$ cat src/rtl/uart_wb_master_bridge.sv
// uart_wb_master_bridge
//   Serial-to-Wishbone debug bridge. An 8N1 UART receiver collects command
//   frames from ser_rx, a Wishbone classic master issues one 32-bit bus cycle
//   per frame, and an 8N1 UART transmitter returns status or read data on
//   ser_tx.
//
//   Frame format: CMD, ADDR[31:24..7:0], and for writes DATA[31:24..7:0].
//     CMD 'W' (8'h57) = write, CMD 'R' (8'h52) = read, other CMDs are ignored.
//   Responses: write ok -> A5, read ok -> 4 data bytes MSB first, timeout -> EE.
//
// Ports
//   wb_clk_i  in   clock, rising edge
//   wb_rst_i  in   synchronous active-high reset
//   ser_rx    in   serial input (asynchronous, idle high)
//   ser_tx    out  serial output (idle high)
//   wb_adr_o  out  bus address
//   wb_dat_o  out  bus write data
//   wb_sel_o  out  byte selects (always 4'hF)
//   wb_we_o   out  write enable
//   wb_cyc_o  out  bus cycle
//   wb_stb_o  out  strobe (mirrors wb_cyc_o)
//   wb_ack_i  in   responder acknowledge
//   wb_dat_i  in   responder read data
//   busy      out  high from accepted CMD until the last response stop bit ends
module uart_wb_master_bridge #(
  parameter logic [15:0] CLK_DIV     = 16'd434,
  parameter logic [15:0] BUS_TIMEOUT = 16'd1023,
  parameter logic [23:0] RX_TIMEOUT  = 24'd500000
) (
  input  logic        wb_clk_i,
  input  logic        wb_rst_i,
  input  logic        ser_rx,
  output logic        ser_tx,
  output logic [31:0] wb_adr_o,
  output logic [31:0] wb_dat_o,
  output logic [3:0]  wb_sel_o,
  output logic        wb_we_o,
  output logic        wb_cyc_o,
  output logic        wb_stb_o,
  input  logic        wb_ack_i,
  input  logic [31:0] wb_dat_i,
  output logic        busy
);

  typedef enum logic [1:0] {RX_IDLE, RX_START, RX_DATA, RX_STOP} rx_state_e;
  typedef enum logic [2:0] {S_IDLE, S_ADDR, S_DATA, S_BUS, S_RSEND, S_RWAIT} state_e;

  localparam logic [7:0]  CMD_WR   = 8'h57;
  localparam logic [7:0]  CMD_RD   = 8'h52;
  localparam logic [7:0]  RSP_OK   = 8'hA5;
  localparam logic [7:0]  RSP_ERR  = 8'hEE;
  localparam logic [15:0] HALF_DIV = CLK_DIV >> 1;

  logic        rx_p0, rx_p1, rx_p2;
  rx_state_e   rx_st;
  logic [15:0] rx_cnt;
  logic [2:0]  rx_bit;
  logic [7:0]  rx_sr;
  logic        rx_vld;
  logic        rx_ferr;

  logic        tx_act;
  logic [15:0] tx_cnt;
  logic [3:0]  tx_n;
  logic [8:0]  tx_sr;
  logic        tx_start;
  logic        tx_done;

  state_e      state, state_nxt;
  logic [1:0]  byte_cnt;
  logic        is_wr;
  logic        err;
  logic [1:0]  resp_idx;
  logic [15:0] bus_cnt;
  logic [23:0] idle_cnt;
  logic [31:0] rd_data;
  logic [7:0]  resp_byte;
  logic        resp_last;

  // ---- stage p0..p2: ser_rx synchronizer, p2 keeps the previous level for edge detect
  always_ff @(posedge wb_clk_i) begin
    if (wb_rst_i) begin
      rx_p0 <= 1'b1;
      rx_p1 <= 1'b1;
      rx_p2 <= 1'b1;
    end else begin
      rx_p0 <= ser_rx;
      rx_p1 <= rx_p0;
      rx_p2 <= rx_p1;
    end
  end

  // ---- UART receive: half-bit start check, then one sample per bit period
  always_ff @(posedge wb_clk_i) begin
    rx_vld  <= 1'b0;
    rx_ferr <= 1'b0;
    if (wb_rst_i) begin
      rx_st  <= RX_IDLE;
      rx_cnt <= 16'd0;
      rx_bit <= 3'd0;
    end else begin
      case (rx_st)
        RX_IDLE: begin
          rx_cnt <= 16'd0;
          if (rx_p2 && !rx_p1) rx_st <= RX_START;
        end
        RX_START: begin
          if (rx_cnt == HALF_DIV - 16'd1) begin
            rx_cnt <= 16'd0;
            rx_bit <= 3'd0;
            // line back high at mid start bit: treat as a glitch
            rx_st  <= rx_p1 ? RX_IDLE : RX_DATA;
          end else begin
            rx_cnt <= rx_cnt + 16'd1;
          end
        end
        RX_DATA: begin
          if (rx_cnt == CLK_DIV - 16'd1) begin
            rx_cnt <= 16'd0;
            rx_sr  <= {rx_p1, rx_sr[7:1]};
            rx_bit <= rx_bit + 3'd1;
            if (rx_bit == 3'd7) rx_st <= RX_STOP;
          end else begin
            rx_cnt <= rx_cnt + 16'd1;
          end
        end
        RX_STOP: begin
          if (rx_cnt == CLK_DIV - 16'd1) begin
            rx_cnt  <= 16'd0;
            rx_st   <= RX_IDLE;
            rx_vld  <= rx_p1;
            rx_ferr <= !rx_p1;
          end else begin
            rx_cnt <= rx_cnt + 16'd1;
          end
        end
        default: rx_st <= RX_IDLE;
      endcase
    end
  end

  // ---- UART transmit: tx_sr holds {stop, data}; start bit is driven on load
  assign tx_done = tx_act && (tx_cnt == CLK_DIV - 16'd1) && (tx_n == 4'd9);

  always_ff @(posedge wb_clk_i) begin
    if (wb_rst_i) begin
      tx_act <= 1'b0;
      tx_cnt <= 16'd0;
      tx_n   <= 4'd0;
      ser_tx <= 1'b1;
    end else if (!tx_act) begin
      if (tx_start) begin
        tx_act <= 1'b1;
        tx_sr  <= {1'b1, resp_byte};
        tx_cnt <= 16'd0;
        tx_n   <= 4'd0;
        ser_tx <= 1'b0;
      end
    end else if (tx_cnt == CLK_DIV - 16'd1) begin
      tx_cnt <= 16'd0;
      if (tx_n == 4'd9) begin
        tx_act <= 1'b0;
        ser_tx <= 1'b1;
      end else begin
        ser_tx <= tx_sr[0];
        tx_sr  <= {1'b1, tx_sr[8:1]};
        tx_n   <= tx_n + 4'd1;
      end
    end else begin
      tx_cnt <= tx_cnt + 16'd1;
    end
  end

  // ---- frame FSM: state register
  always_ff @(posedge wb_clk_i) begin
    if (wb_rst_i) state <= S_IDLE;
    else          state <= state_nxt;
  end

  // ---- frame FSM: next state
  always_comb begin
    state_nxt = state;
    case (state)
      S_IDLE: begin
        if (rx_vld && (rx_sr == CMD_WR || rx_sr == CMD_RD)) state_nxt = S_ADDR;
      end
      S_ADDR, S_DATA: begin
        if (rx_ferr) begin
          state_nxt = S_IDLE;
        end else if (rx_vld) begin
          if (byte_cnt == 2'd3) state_nxt = (state == S_ADDR && is_wr) ? S_DATA : S_BUS;
        end else if (idle_cnt >= RX_TIMEOUT) begin
          state_nxt = S_IDLE;
        end
      end
      S_BUS: begin
        if (wb_ack_i || bus_cnt >= BUS_TIMEOUT) state_nxt = S_RSEND;
      end
      S_RSEND: state_nxt = S_RWAIT;
      S_RWAIT: begin
        if (tx_done) state_nxt = resp_last ? S_IDLE : S_RSEND;
      end
      default: state_nxt = S_IDLE;
    endcase
  end

  // ---- frame FSM: outputs
  always_comb begin
    wb_cyc_o = (state == S_BUS);
    wb_stb_o = (state == S_BUS);
    wb_we_o  = (state == S_BUS) && is_wr;
    tx_start = (state == S_RSEND);
    busy     = (state != S_IDLE);
  end

  assign wb_sel_o = 4'hF;

  // ---- frame datapath: address/data assembly, counters, status
  always_ff @(posedge wb_clk_i) begin
    if (wb_rst_i) begin
      wb_adr_o <= 32'd0;
      wb_dat_o <= 32'd0;
      byte_cnt <= 2'd0;
      is_wr    <= 1'b0;
      err      <= 1'b0;
      resp_idx <= 2'd0;
      bus_cnt  <= 16'd0;
      idle_cnt <= 24'd0;
    end else begin
      bus_cnt <= (state == S_BUS) ? bus_cnt + 16'd1 : 16'd0;
      case (state)
        S_IDLE: begin
          byte_cnt <= 2'd0;
          idle_cnt <= 24'd0;
          err      <= 1'b0;
          resp_idx <= 2'd0;
          if (rx_vld) is_wr <= (rx_sr == CMD_WR);
        end
        S_ADDR: begin
          if (rx_vld) begin
            wb_adr_o <= {wb_adr_o[23:0], rx_sr};
            byte_cnt <= byte_cnt + 2'd1;
            idle_cnt <= 24'd0;
          end else begin
            idle_cnt <= idle_cnt + 24'd1;
          end
        end
        S_DATA: begin
          if (rx_vld) begin
            wb_dat_o <= {wb_dat_o[23:0], rx_sr};
            byte_cnt <= byte_cnt + 2'd1;
            idle_cnt <= 24'd0;
          end else begin
            idle_cnt <= idle_cnt + 24'd1;
          end
        end
        S_BUS: begin
          if (!wb_ack_i && bus_cnt >= BUS_TIMEOUT) err <= 1'b1;
        end
        S_RWAIT: begin
          if (tx_done) resp_idx <= resp_idx + 2'd1;
        end
        default: ;
      endcase
    end
  end

  always_ff @(posedge wb_clk_i) begin
    if (state == S_BUS && wb_ack_i) rd_data <= wb_dat_i;
  end

  // ---- response byte select
  always_comb begin
    resp_byte = rd_data[31:24];
    case (resp_idx)
      2'd1:    resp_byte = rd_data[23:16];
      2'd2:    resp_byte = rd_data[15:8];
      2'd3:    resp_byte = rd_data[7:0];
      default: resp_byte = rd_data[31:24];
    endcase
    if (is_wr) resp_byte = RSP_OK;
    if (err)   resp_byte = RSP_ERR;
  end

  assign resp_last = err | is_wr | (resp_idx == 2'd3);

endmodule
$ cat config.mk
export PLATFORM = sky130hd
export DESIGN_NAME = uart_wb_master_bridge
export DESIGN_NICKNAME = d
export VERILOG_FILES = /design/src/rtl/uart_wb_master_bridge.sv
export SDC_FILE = /design/constraint.sdc
export NUM_CORES = 1
export LEC_CHECK = 0
export ABC_CLOCK_PERIOD_IN_PS = 2600
export CORE_ASPECT_RATIO = 0.8
export CORE_MARGIN = 4
export CORE_UTILIZATION = 40
export CTS_CLUSTER_DIAMETER = 100
export DETAILED_ROUTE_END_ITERATION = 10
export MAX_ROUTING_LAYER = met4
export SYNTH_ARGS = -nofsm -noshare
export SYNTH_HDL_FRONTEND = slang
export SYNTH_SLANG_ARGS = --single-unit
$ cat constraint.sdc
create_clock -name wb_clk_i -period 2.6 [get_ports wb_clk_i]
set_input_delay 0.52 -clock wb_clk_i [delete_from_list [all_inputs] [get_ports wb_clk_i]]
set_output_delay 0.52 -clock wb_clk_i [all_outputs]
set_load 0.03 [all_outputs]
Fig. 1: congestion heat map
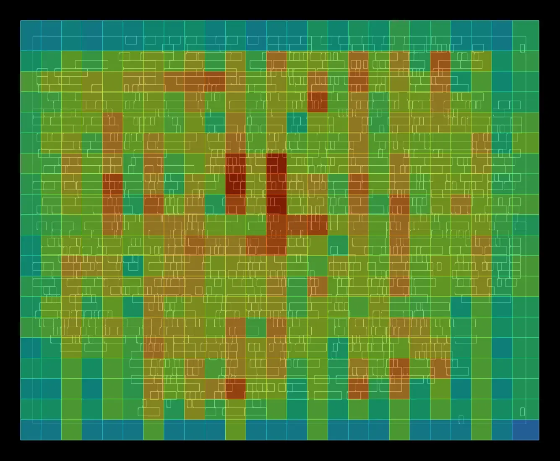
routing usage on met2: 0.235
GR Util met3: 0.0232
Finished Core Util: 0.503

Fig. 2: metal 4
Scale: 3 px per um. Supply wires on this layer in grey.
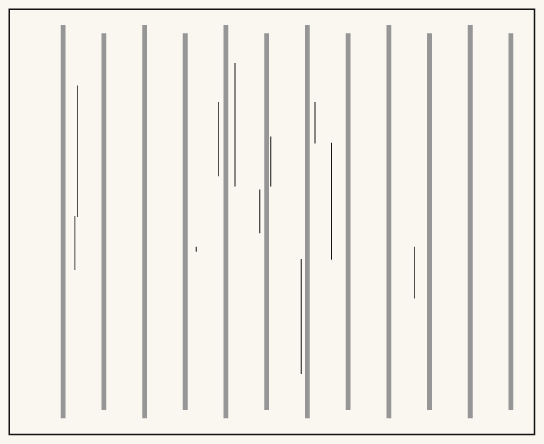
nets with wire on the layer: 5
share of all routed wire: 1.4%
main direction: vertical
wire length on this layer: 266 um
longest straight run: 43.5 um
drt total wl: 19,700 um
routed via count: 7,183

Fig. 3: a small window of the routed layout
Region (72, 27) to (102, 57) um. Cells in grey, sequential cells in the stronger grey; small squares are vias.
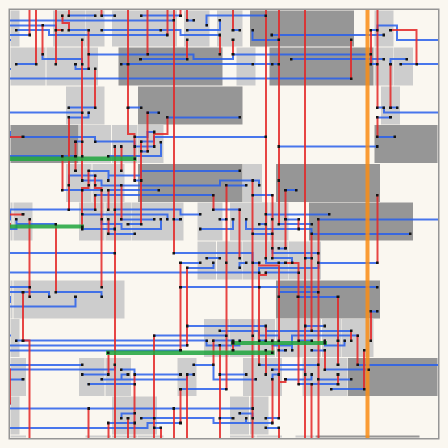
| layer | colour |
|---|---|
| M4 | orange |
| M2 | red |
| M3 | green |
| M1 | blue |
most frequent: dfxtp_1 (11), nand2_1 (7), nor2_1 (6)
netlist names of flops here include: `idle_cnt` (7)
sequential cells in the window: 11
cells with their middle in the window: 56

Fig. 4: gate families picked out
Scale: 3 px per um.
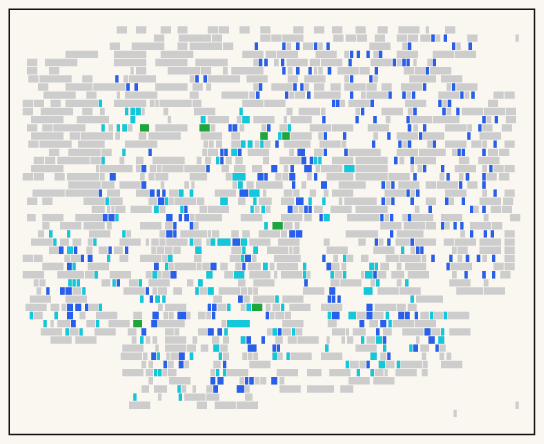
| family | colour | cells |
|---|---|---|
| nor cells | cyan | 138 |
| non-inverting ao/oa cells | green | 7 |
| nand cells | blue | 255 |
Top cell excl fill/tap: nand2_1
logic share of the area: 0.357
final non-filler cell total: 1,408

==> impl_metrics.toml <==
# physical design summary
[routing]
drc = 0
ant_nets = 0
drtPass1Iterations = 6
wl_per_cell_um = 14.0

[cells_and_area]
logic_area_um2 = 3890
fillers = 2084
flop_area_um2 = 4660

[critical_path]
worstSetupStartpointType = "register"
path_class = "register to output port"
ff2ff_setup_slack_ns = 0.33
critical_path_required_ns = 2.08
rr_startpoint = "rx_sr[5]$_DFFE_PP_"

[grt]
antenna_found_initial = 0
busiest_layer = "met1"
grt_pass1_vias = 6594

[floorplan]
fp.coreArea_um2 = 21700
rows = 48

[timing]
period_needed_ns = 2.42
slew_headroom = 0.512
tns_ns = 0
rsz0062_at_grt = "false"
worst_slack_ns = 0.180
setup_viol = 0
maxSlewViolCount = 0
worst_hold_slack_ns = 0.409

[status]
status = "finished, final reports clean"

[power]
p_leak_nw = 3.62

[clock_network]
hold_buffers = 0
cts_root_buf = "clkbuf_16"
clkTransAtPathRegs_ns = 0.06
cts_tree = "done"
clk_latency_ns = 0.50

[synthesis]
syn_inst = 1001
ys_warn_count = 0
edf_count = 48

[place]
gp_congestion = 0.816

[hold_path]
hold_path.class = "register to register"
cells by family (layout without fill, tap and decap cells):
family                   count (synthesis)  count (layout)  synth area share
buffers and inverters                   85             189            0.0393
multiplexers                             1               1           0.00113
XOR/XNOR                                29              29            0.0286
AND-OR/OR-AND                          214             214             0.143
adder cells (fa/ha/maj)                 19              19            0.0262
other                                    1               4          0.000422
AND/OR/NAND/NOR                        443             443             0.236
flip-flops                             209             209             0.525
layout make-up:
type                            count  area share
Clock buffer                       33      0.0561
Clock inverter                      7     0.00413
Inverter                           25     0.00861
Multi-Input combinational cell    710       0.357
Sequential cell                   209       0.428
Tap cell                          300      0.0344
Timing Repair Buffer              124       0.112
worst max path at each step:
| stage | from | end | slack (ns) | cells past startpoint |
|---|---|---|---|---|
| detailed placement | rx_sr[5]$_DFFE_PP_ | state[1]$_SDFFE_PP0P_ | 0.39 | 7 |
| CTS | state[2]$_SDFFE_PP0P_ | wb_cyc_o | 0.17 | 3 |
| global route | state[2]$_SDFFE_PP0P_ | wb_cyc_o | 0.14 | 3 |
| finish | state[2]$_SDFFE_PP0P_ | wb_cyc_o | 0.18 | 3 |
| floorplan | state[0]$_SDFFE_PP0P_ | rd_data[0]$_DFFE_PP_ | 0.35 | 4 |
| global placement | rx_sr[5]$_DFFE_PP_ | state[1]$_SDFFE_PP0P_ | 0.40 | 7 |
routing by layer:
layer / vias to the layer above / part of all wire
met5: - / 0
met4: 0 / 0.013
met3: 25 / 0.040
met2: 146 / 0.42
met1: 3315 / 0.52
li1: 3697 / -
power breakdown:
group	leakage (nW)	total (mW)	switching, mW	internal (mW)
clock network	0.313	2.86	1.23	1.63
registers	1.73	3.32	0.00464	3.32
logic	1.58	0.181	0.100	0.0801
total	3.62	6.37	1.34	5.03
sequential cells by signal, summed over array words and instances (netlist names), 2 cells and up, named ones only:
name      cells
rx_sr         8
tx_sr         8
tx_cnt       16
state         3
byte_cnt      2
idle_cnt     24
bus_cnt      16
rd_data      32
rx_cnt       16
tx_n          4
wb_adr_o     32
resp_idx      2
rx_bit        3
wb_dat_o     32
cells in the mapped netlist, drive strengths merged, types with 6 or more instances:
cell / number / area, um^2
a21oi: 125 / 626
a222oi: 8 / 80.1
a311oi: 15 / 131
a31oi: 6 / 37.5
and2: 10 / 62.6
and3: 9 / 56.3
buf: 9 / 63.8
clkbuf: 51 / 191
dfxtp: 161 / 3220
edfxtp: 48 / 1440
ha: 17 / 213
inv: 25 / 93.8
nand2: 187 / 702
nand2b: 10 / 62.6
nand3: 28 / 140
nand3b: 6 / 45.0
nand4: 21 / 131
nor2: 93 / 349
nor3: 23 / 115
nor4: 9 / 77.6
o21ai: 28 / 140
o31ai: 7 / 52.6
or2: 8 / 50.1
or3: 11 / 70.1
xnor2: 10 / 87.6
xor2: 19 / 166
worst max-delay path: stages, from the launching register on:
cell and delay, ns:
dfxtp_1 0.38, or2_2 0.35, inv_1 0.21, dlygate4sd2_1 0.47
Power and IR drop assume default switching activity.
